Figure 1. Sequential cells grouped by signal name (run 1).
Drawn at 3 px/micron. Other sequential cells in the stronger gray, the rest of the logic in the fainter gray.
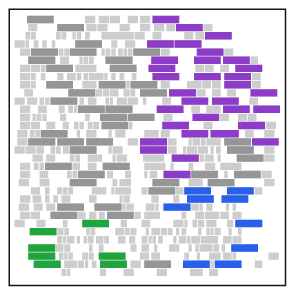
Figure 2. Routing congestion map (run 1).
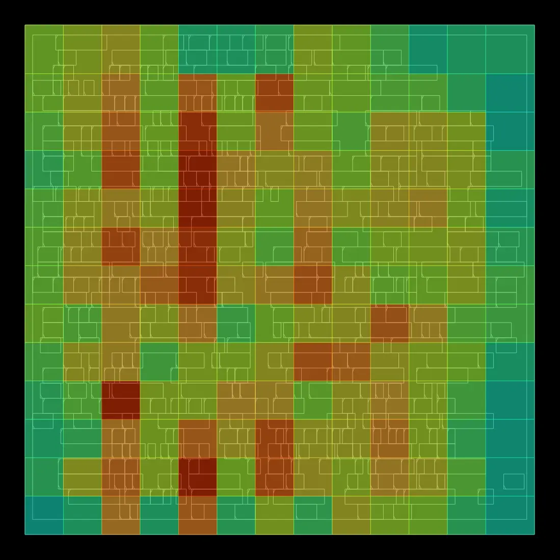
Figure 3. Routed clock nets over the placement (run 1).
Drawn at 4 px/micron.
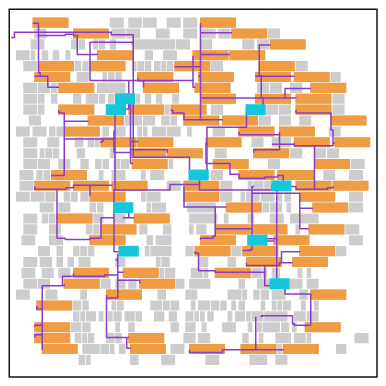
Design lbist_ctrl, sky130hd; sources not shown.
==> results.toml, run 1 <==
# implementation run metrics
[status]
status = "finished, final reports clean"

[power_and_ir_drop]
p_int_w = 0.003710
comb_power_share_pct = 35.7
leakage_nw = 2.169
p_total_w = 0.005768
clkPwrFrac_pct = 20.3
switching_share_pct = 35.68
powerDensity_nw_per_um2 = 1184

[synth]
ys_warn_count = 0
synth_flop_count = 91
most_common_cell = "dfrtp_1"
synth-main-ff-cell = "dfrtp_1"
ys_cells = 369
syn_area_sq_um = 4010
ys_types = 43
ys_seq_share_pct = 56.82
synth_cells = 369
enable_flop_cells = 0
synth_nets = 379

[clock_tree]
clkSinkCount = 91
cts_root_buf = "clkbuf_8"
cts.clk_slew.worst_paths_ns = 0.09
postCtsSetupBuffers = 0
cts_hold_buffers = 1
htreeDepth = 3
clockBufferDepth = 2
clock_latency_ns = 0.35

[die]
io_pins = 47
die_height_microns = 91.56
die_area_sq_um = 8382
rows = 32
core_area_sq_um = 7727
die_w_microns = 91.56

[final_timing]
max_freq_mhz = 510.0
fin_ws_ns = 0.2391
tightest_slew_ns = 0.4384
max_slew_margin_pct = 70.66
setup_viol = 0

[drt]
drt-total-wl_microns = 7989
drt_iter0_drc = 135
vias = 2899
viasPerCell = 5.501
drtPass1Iterations = 4
antenna_left = 0

[worst_setup_path]
critPathArrivalTime_ns = 2.20
crit_type = "reg2reg"
reg2reg_setup_slack_ns = 0.24
cp_max_fo = 6
path_buffers = 1
cp_slowest_cell = "dfrtp_1"
start_kind = "register"
cp.depth = 7
cp_slowest_stage_delay_ns = 0.47

[placement]
numPortBuffers = 46
dp_cells = 510

[grt]
grt_pass1_vias = 2815
grt_usage_pct = 20.78
grt_pass1_wl_microns = 13630
antenna_found_initial = 0
grt_start_max_net_pins = 37

[final_layout]
drive_gt1_share_pct = 9.412
antenna_cells = 0
nets = 430
area_growth_syn_to_layout_pct = 21.44
stdcell_count = 527
stdcell_area_sq_um = 4870

[run]
cap_violations = 0
About Figure 1:
| color | netlist name | flops |
|---|---|---|
| purple | `lfsr` | 32 |
| green | `shift_cnt` | 7 |
| blue | `pat_cnt` | 9 |
sequential cell area share: 46.79%
Flop area: 2278 sq um
Finished Core Util: 63.02%
Power Sequential: 0.00254 W

About Figure 2:
GR Layer Usage met3: 4.355%
met2 Usage GRT: 31.77%

About Figure 3:
[orange] flip-flops | count: 91
[purple] clock wires | length: 1020 microns
[cyan] clock drivers | count: 9
flops lie: widely spread
Setup Skew: 0.01378 ns
clock network power: 0.00117 W

-- run 1: placed cells by master (no fill, tap or decap), drive strengths merged, types with 2 or more instances in the layout --
master	instances
inv	18
dfrtp	90
or3	3
nor3	6
clkdlybuf4s50	45
o21ai	39
nand3	29
mux2i	11
nand4	5
ha	3
clkbuf	10
o31ai	3
xor2	10
nor2b	3
buf	14
nor4	10
clkinvlp	2
nand2b	6
nand2	22
a22o	30
and2	2
a21o	3
a21oi	3
o21a	3
nor2	24
xnor2	17
-- run 1: routing by layer --
metal	wire length (microns)	vias to the layer above	global-route usage, %
li1	-	1406	-
met1	3893	1413	29.24
met2	3649	67	31.77
met3	325	13	4.355
met4	119	0	7.672
met5	0	-	0
-- run 1: power groups by stage --
| stage | Combinational, W | Sequential (W) | Clock [W] |
|---|---|---|---|
| floorplan | 0.00113 | 0.00254 | 0 |
| global placement | 0.00202 | 0.00255 | 0 |
| detailed placement | 0.00207 | 0.00256 | 0 |
| CTS | 0.00208 | 0.00254 | 0.00119 |
| global route | 0.00225 | 0.00260 | 0.00127 |
| finish | 0.00206 | 0.00254 | 0.00117 |
-- run 1: area by class of cell --
type / instances / area, sq um
fillers: 634 / 2858
flip-flops and latches: 91 / 2278
multi-input cells: 242 / 1579
repair buffers: 60 / 615.6
clock buffers: 10 / 137.6
well taps: 102 / 127.6
clock inverters: 6 / 71.32
inverters: 16 / 60.06
-- run 1: kinds of logic (layout without fill, tap and decap cells) --
kind of cell	Yosys count	count (layout)	share of synthesized area (%)
xor+xnor	27	27	5.897
simple gates	115	115	14.85
fa+ha+maj	4	4	1.217
compound gates	85	85	14.48
mux	11	11	2.746
flops	91	91	56.82
buf+inv	36	92	3.994
==> inputs of run 2 (changes only) <==
--- a/config.mk
+++ b/config.mk
@@ -5,11 +5,9 @@
 export SDC_FILE = /design/constraint.sdc
 export NUM_CORES = 1
 export LEC_CHECK = 0
-export CAP_MARGIN = 20
 export CORE_UTILIZATION = 50
 export DETAILED_ROUTE_END_ITERATION = 7
 export PLACE_DENSITY_LB_ADDON = 0.12
-export SLEW_MARGIN = 20
 export SYNTH_ARGS = -nofsm -noshare
 export SYNTH_HDL_FRONTEND = slang
 export SYNTH_SLANG_ARGS = --single-unit
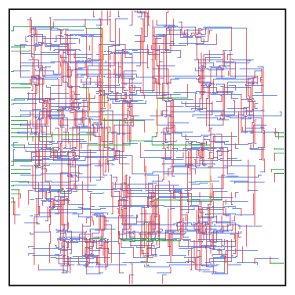
Figure 4: run 2, routed metal, one color a layer.
Drawn at 3 px/micron.
| color | layer | wire length |
|---|---|---|
| blue | metal 1 | 3890 microns |
| orange | metal 4 | 120 microns |
| green | metal 3 | 326 microns |
| red | metal 2 | 3650 microns |
via count: 2899
DR WL/cell: 15.16 microns

==> run 2 against run 1 <==
Effect of this change:
- utilization is the same
- highest routed layer unchanged
- worst hold slack is the same
- worst setup slack is the same
- via count is the same
- cell area is the same
- combinational power is essentially flat
- sequential cell count is the same
- first-iteration DRC count is the same
==> results.toml, run 2 <==
# implementation run metrics
[die]
die_w_microns = 91.56
rows = 32
die_height_microns = 91.56
die_area_sq_um = 8382
io_pins = 47
core_area_sq_um = 7727

[synth]
syn_area_sq_um = 4010
ys_cells = 369
synth_flop_count = 91
synth_cells = 369
synth-main-ff-cell = "dfrtp_1"
most_common_cell = "dfrtp_1"
ys_types = 43

[clock_tree]
cts_hold_buffers = 1
postCtsSetupBuffers = 0
clkSinkCount = 91
htreeDepth = 3

[drt]
viasPerCell = 5.501
drt-total-wl_microns = 7989
antenna_left = 0
drtPass1Iterations = 4

[final_timing]
max_freq_mhz = 510.0
finClkSkew_ns = 0.01378
fin_ws_ns = 0.2391

[grt]
grt_pass1_vias = 2815
antenna_found_initial = 0

[final_layout]
nets = 430
drive_gt1_share_pct = 9.412
layout_top_cell = "dfrtp_1"
area_growth_syn_to_layout_pct = 21.44
antenna_cells = 0

[worst_setup_path]
start_kind = "register"
cp_max_fo = 6
critPathArrivalTime_ns = 2.20

[run]
cap_violations = 0

[placement]
dp_cells = 510
numPortBuffers = 46

[power_and_ir_drop]
powerDensity_nw_per_um2 = 1184
leakage_nw = 2.169

[status]
status = "finished, final reports clean"
## run 2: final cells by class
type / instances / area [sq um]
fill: 634 / 2858
sequential: 91 / 2278
multi-input combinational: 242 / 1579
timing repair buffer: 60 / 615.6
clock buffer: 10 / 137.6
tap: 102 / 127.6
clock inverter: 6 / 71.32
inverter: 16 / 60.06
## run 2: cell families after synthesis
logic type      share of synthesized area (%)
mux                                     2.746
simple gates                            14.85
xor+xnor                                5.897
compound gates                          14.48
buf+inv                                 3.994
flops                                   56.82
fa+ha+maj                               1.217
## run 2: metrics by stage
stage	util, %	power, W	area (sq um)
final	63.02	0.005768	4870
after global routing	63.02	0.006125	4870
after CTS	62.94	0.005804	4863
after detailed placement	60.10	0.004627	4644
after global placement	60.10	0.004576	4644
after floorplan	-	0.003665	4010
## run 2: worst max-delay path, stage by stage (launching register included)
cell	delay, ns
dfrtp_1	0.47
ha_1	0.25
nand2_1	0.10
nor3_4	0.16
mux2i_1	0.37
o21a_2	0.21
inv_1	0.05
o31a_1	0.24
## run 2: report_power, final
| group | total, W | leakage (nW) | switching, W | internal (W) |
|---|---|---|---|---|
| Sequential | 0.00254 | 1.24 | 0.000455 | 0.00208 |
| Clock | 0.00117 | 0.0995 | 0.000606 | 0.000566 |
| Combinational | 0.00206 | 0.827 | 0.000997 | 0.00106 |
| Total | 0.00577 | 2.17 | 0.00206 | 0.00371 |
## run 2: routing by layer
layer | GRT usage [%] | wire length [microns] | vias to the layer above | part of all wire [%]
li1 | - | - | 1406 | -
met1 | 29.24 | 3893 | 1413 | 49
met2 | 31.77 | 3649 | 67 | 46
met3 | 4.355 | 325 | 13 | 4.1
met4 | 7.672 | 119 | 0 | 1.5
met5 | 0 | 0 | - | 0
Power is estimated from default activity; no workload was simulated.
